**src/rtl/truth_table_sweeper_if.sv**
```systemverilog
// Handshake and data bundle between the truth-table sweeper and the harness
// that owns the block under test and consumes the packed result.
interface truth_table_sweeper_if #(
    parameter int N_IN = 6
);
    logic                    start;
    logic                    abort;
    logic                    y_in;
    logic                    tt_ack;
    logic [N_IN-1:0]         x_out;
    logic                    busy;
    logic                    tt_valid;
    logic [(1<<N_IN)-1:0]    tt_out;
    logic [N_IN:0]           onset_count;

    modport master (
        output start, abort, y_in, tt_ack,
        input  x_out, busy, tt_valid, tt_out, onset_count
    );

    modport slave (
        input  start, abort, y_in, tt_ack,
        output x_out, busy, tt_valid, tt_out, onset_count
    );
endinterface

```
**src/rtl/truth_table_sweeper.sv**
```systemverilog
// Walks every input vector of an N_IN-input combinational block, samples y0
// after SETTLE cycles per vector and packs the answers into a truth table.
module truth_table_sweeper #(
    parameter int N_IN   = 6,
    parameter int SETTLE = 1
) (
    input  logic                  clk,
    input  logic                  rst_n,
    truth_table_sweeper_if.slave  bus
);
    localparam int NVEC = 1 << N_IN;
    localparam int CW   = (SETTLE > 1) ? $clog2(SETTLE) : 1;

    localparam logic [1:0] S_IDLE   = 2'd0;
    localparam logic [1:0] S_DRIVE  = 2'd1;
    localparam logic [1:0] S_SAMPLE = 2'd2;
    localparam logic [1:0] S_DONE   = 2'd3;

    localparam logic [CW-1:0]   CNT_LOAD = CW'(SETTLE - 1);
    localparam logic [N_IN-1:0] IDX_LAST = '1;

    logic [1:0]       state_q,  state_d;
    logic [N_IN-1:0]  idx_q,    idx_d;
    logic [CW-1:0]    cnt_q,    cnt_d;
    logic [NVEC-1:0]  tt_q,     tt_d;
    logic [N_IN:0]    onset_q,  onset_d;

    logic             clear_tt;
    logic             capture;

    // abort wins over every transition, including the capture of the current sample
    assign clear_tt = (state_q == S_IDLE)   && bus.start && !bus.abort;
    assign capture  = (state_q == S_SAMPLE) && !bus.abort;

    always_comb begin
        state_d = state_q;
        idx_d   = idx_q;
        cnt_d   = cnt_q;
        onset_d = onset_q;
        case (state_q)
            S_IDLE: begin
                if (bus.start) begin
                    state_d = S_DRIVE;
                    idx_d   = '0;
                    cnt_d   = CNT_LOAD;
                    onset_d = '0;
                end
            end
            S_DRIVE: begin
                if (cnt_q == '0) begin
                    state_d = S_SAMPLE;
                end else begin
                    cnt_d = cnt_q - 1'b1;
                end
            end
            S_SAMPLE: begin
                onset_d = onset_q + (N_IN+1)'(bus.y_in);
                if (idx_q == IDX_LAST) begin
                    state_d = S_DONE;
                end else begin
                    state_d = S_DRIVE;
                    idx_d   = idx_q + 1'b1;
                    cnt_d   = CNT_LOAD;
                end
            end
            S_DONE: begin
                if (bus.tt_ack) begin
                    state_d = S_IDLE;
                end
            end
            default: state_d = S_IDLE;
        endcase
        if (bus.abort) begin
            state_d = S_IDLE;
            idx_d   = idx_q;
            cnt_d   = cnt_q;
            onset_d = onset_q;
        end
    end

    // One decoder per table bit: only the bit addressed by the current vector moves
    generate
        for (genvar gi = 0; gi < NVEC; gi++) begin : g_tt_bit
            always_comb begin
                tt_d[gi] = tt_q[gi];
                if (clear_tt) begin
                    tt_d[gi] = 1'b0;
                end else if (capture && (idx_q == N_IN'(gi))) begin
                    tt_d[gi] = bus.y_in;
                end
            end
        end
    endgenerate

    always_ff @(posedge clk or negedge rst_n) begin
        if (!rst_n) begin
            state_q <= S_IDLE;
            idx_q   <= '0;
            cnt_q   <= '0;
            tt_q    <= '0;
            onset_q <= '0;
        end else begin
            state_q <= state_d;
            idx_q   <= idx_d;
            cnt_q   <= cnt_d;
            tt_q    <= tt_d;
            onset_q <= onset_d;
        end
    end

    // In DONE the index still holds the terminal vector, so x_out keeps its last value
    assign bus.x_out       = (state_q == S_IDLE) ? '0 : idx_q;
    assign bus.busy        = (state_q == S_DRIVE) || (state_q == S_SAMPLE);
    assign bus.tt_valid    = (state_q == S_DONE);
    assign bus.tt_out      = tt_q;
    assign bus.onset_count = onset_q;
endmodule

```
**src/flat_wrapper.sv**
```systemverilog
// flat-port wrapper written by rule: the top's interface ports become plain ports
module truth_table_sweeper_flat 
#(
    parameter int N_IN   = 6,
    parameter int SETTLE = 1
)
  (clk, rst_n, bus_start, bus_abort, bus_y_in, bus_tt_ack, bus_x_out, bus_busy, bus_tt_valid, bus_tt_out, bus_onset_count);
  truth_table_sweeper_if #(.N_IN(N_IN)) bus_i ();
  input  logic clk;
  input  logic rst_n;
  input wire logic [$bits(bus_i.start)-1:0] bus_start;
  input wire logic [$bits(bus_i.abort)-1:0] bus_abort;
  input wire logic [$bits(bus_i.y_in)-1:0] bus_y_in;
  input wire logic [$bits(bus_i.tt_ack)-1:0] bus_tt_ack;
  output wire logic [$bits(bus_i.x_out)-1:0] bus_x_out;
  output wire logic [$bits(bus_i.busy)-1:0] bus_busy;
  output wire logic [$bits(bus_i.tt_valid)-1:0] bus_tt_valid;
  output wire logic [$bits(bus_i.tt_out)-1:0] bus_tt_out;
  output wire logic [$bits(bus_i.onset_count)-1:0] bus_onset_count;
  assign bus_i.start = bus_start;
  assign bus_i.abort = bus_abort;
  assign bus_i.y_in = bus_y_in;
  assign bus_i.tt_ack = bus_tt_ack;
  assign bus_x_out = bus_i.x_out;
  assign bus_busy = bus_i.busy;
  assign bus_tt_valid = bus_i.tt_valid;
  assign bus_tt_out = bus_i.tt_out;
  assign bus_onset_count = bus_i.onset_count;
  truth_table_sweeper #(.N_IN(N_IN), .SETTLE(SETTLE)) u_core (.clk(clk), .rst_n(rst_n), .bus(bus_i));
endmodule
```
**config.mk**
```make
export PLATFORM = sky130hd
export DESIGN_NAME = truth_table_sweeper_flat
export DESIGN_NICKNAME = d
export VERILOG_FILES = /design/src/rtl/truth_table_sweeper_if.sv /design/src/rtl/truth_table_sweeper.sv /design/src/flat_wrapper.sv
export SDC_FILE = /design/constraint.sdc
export NUM_CORES = 1
export LEC_CHECK = 0
export CAP_MARGIN = 15
export CORE_MARGIN = 5
export CORE_UTILIZATION = 55
export CTS_CLUSTER_SIZE = 20
export DETAILED_ROUTE_END_ITERATION = 10
export PLACE_DENSITY = 0.87
export REMOVE_ABC_BUFFERS = 1
export SETUP_SLACK_MARGIN = 0.4
export SLEW_MARGIN = 20
export SYNTH_ARGS = -nofsm -noshare
export SYNTH_HDL_FRONTEND = slang
export SYNTH_SLANG_ARGS = --single-unit
export TNS_END_PERCENT = 1
```
**constraint.sdc**
```tcl
create_clock -name clk -period 3.9 [get_ports clk]
set_input_delay 0.78 -clock clk [delete_from_list [all_inputs] [get_ports clk]]
set_output_delay 0.78 -clock clk [all_outputs]
set_load 0.005 [all_outputs]
```
==> images/placement.png <==
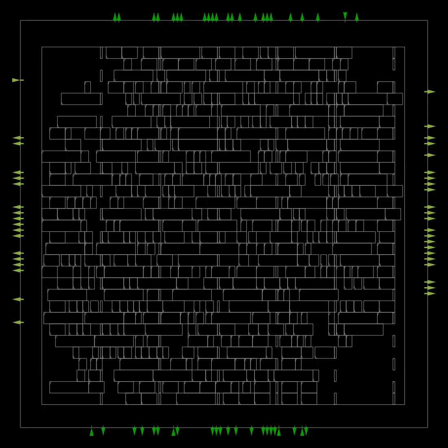
post-route non-filler standard cell count: 635
Post-Route Utilization: 70.3%

==> images/clk_routes.png <==
The bar under the picture is 20 um long.
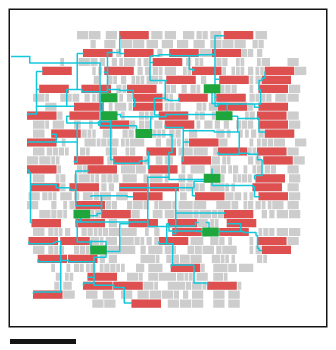
legend:
  flip-flops:
    color: red
    count: 79
  clock wires:
    color: cyan
    length: 996 um
  clock drivers:
    color: green
    count: 9
routed clock nets: 10

==> metrics.cfg <==
[power_and_ir_drop]
intPower_w=0.00118
p_clk_w=0.000577
switchingPower_w=0.000576
seq-power_w=0.000864

[die]
rows=31
die_w_um=96.0
initCoreUtil_pct=56.4

[cts]
ctsResizeCount=0
clk_pin_slew_ns=0.09
clock_latency_ns=0.36
cts_hold_buf=0
cts_buffer_depth=2

[critical_path]
cp.depth=4
critPathTopFamily=simple AND/OR/NAND/NOR gates
setup.worst_path.start=bus_abort
cpMaxStageDelayCell=nand4b_1
path_max_fanout=24

[timing]
setup_slack_ns=0.970
fin_crit_ns=2.93
finalSetupViolCount=0
setup_tns_ns=0

[layout]
nNonClkBuffers=89
dominant_cells=registers
comb_share_pct=37.4
nNonClkInverters=6
diodes=0

[worst_hold_path]
hold_depth=2
hold_class=reg2reg

[route]
drt_first_pass_iters=5
wl_met1_um=4410
dr_total_vias=3601
wl_um=10200

[grt]
use_met3_pct=5.39
top_usage_layer=met2

[synthesis]
ys_cells=468
ys_seq_elements=79
most_common_cell=dfrtp_1
common_cells=dfrtp_1, nand2_1, a21oi_1
yosysTopAreaCell=dfrtp_1
edf_count=0
synthCells=468

[run_status]
run_status=completed

[placement]
port_buffers=84
place_ws_ns=0.615

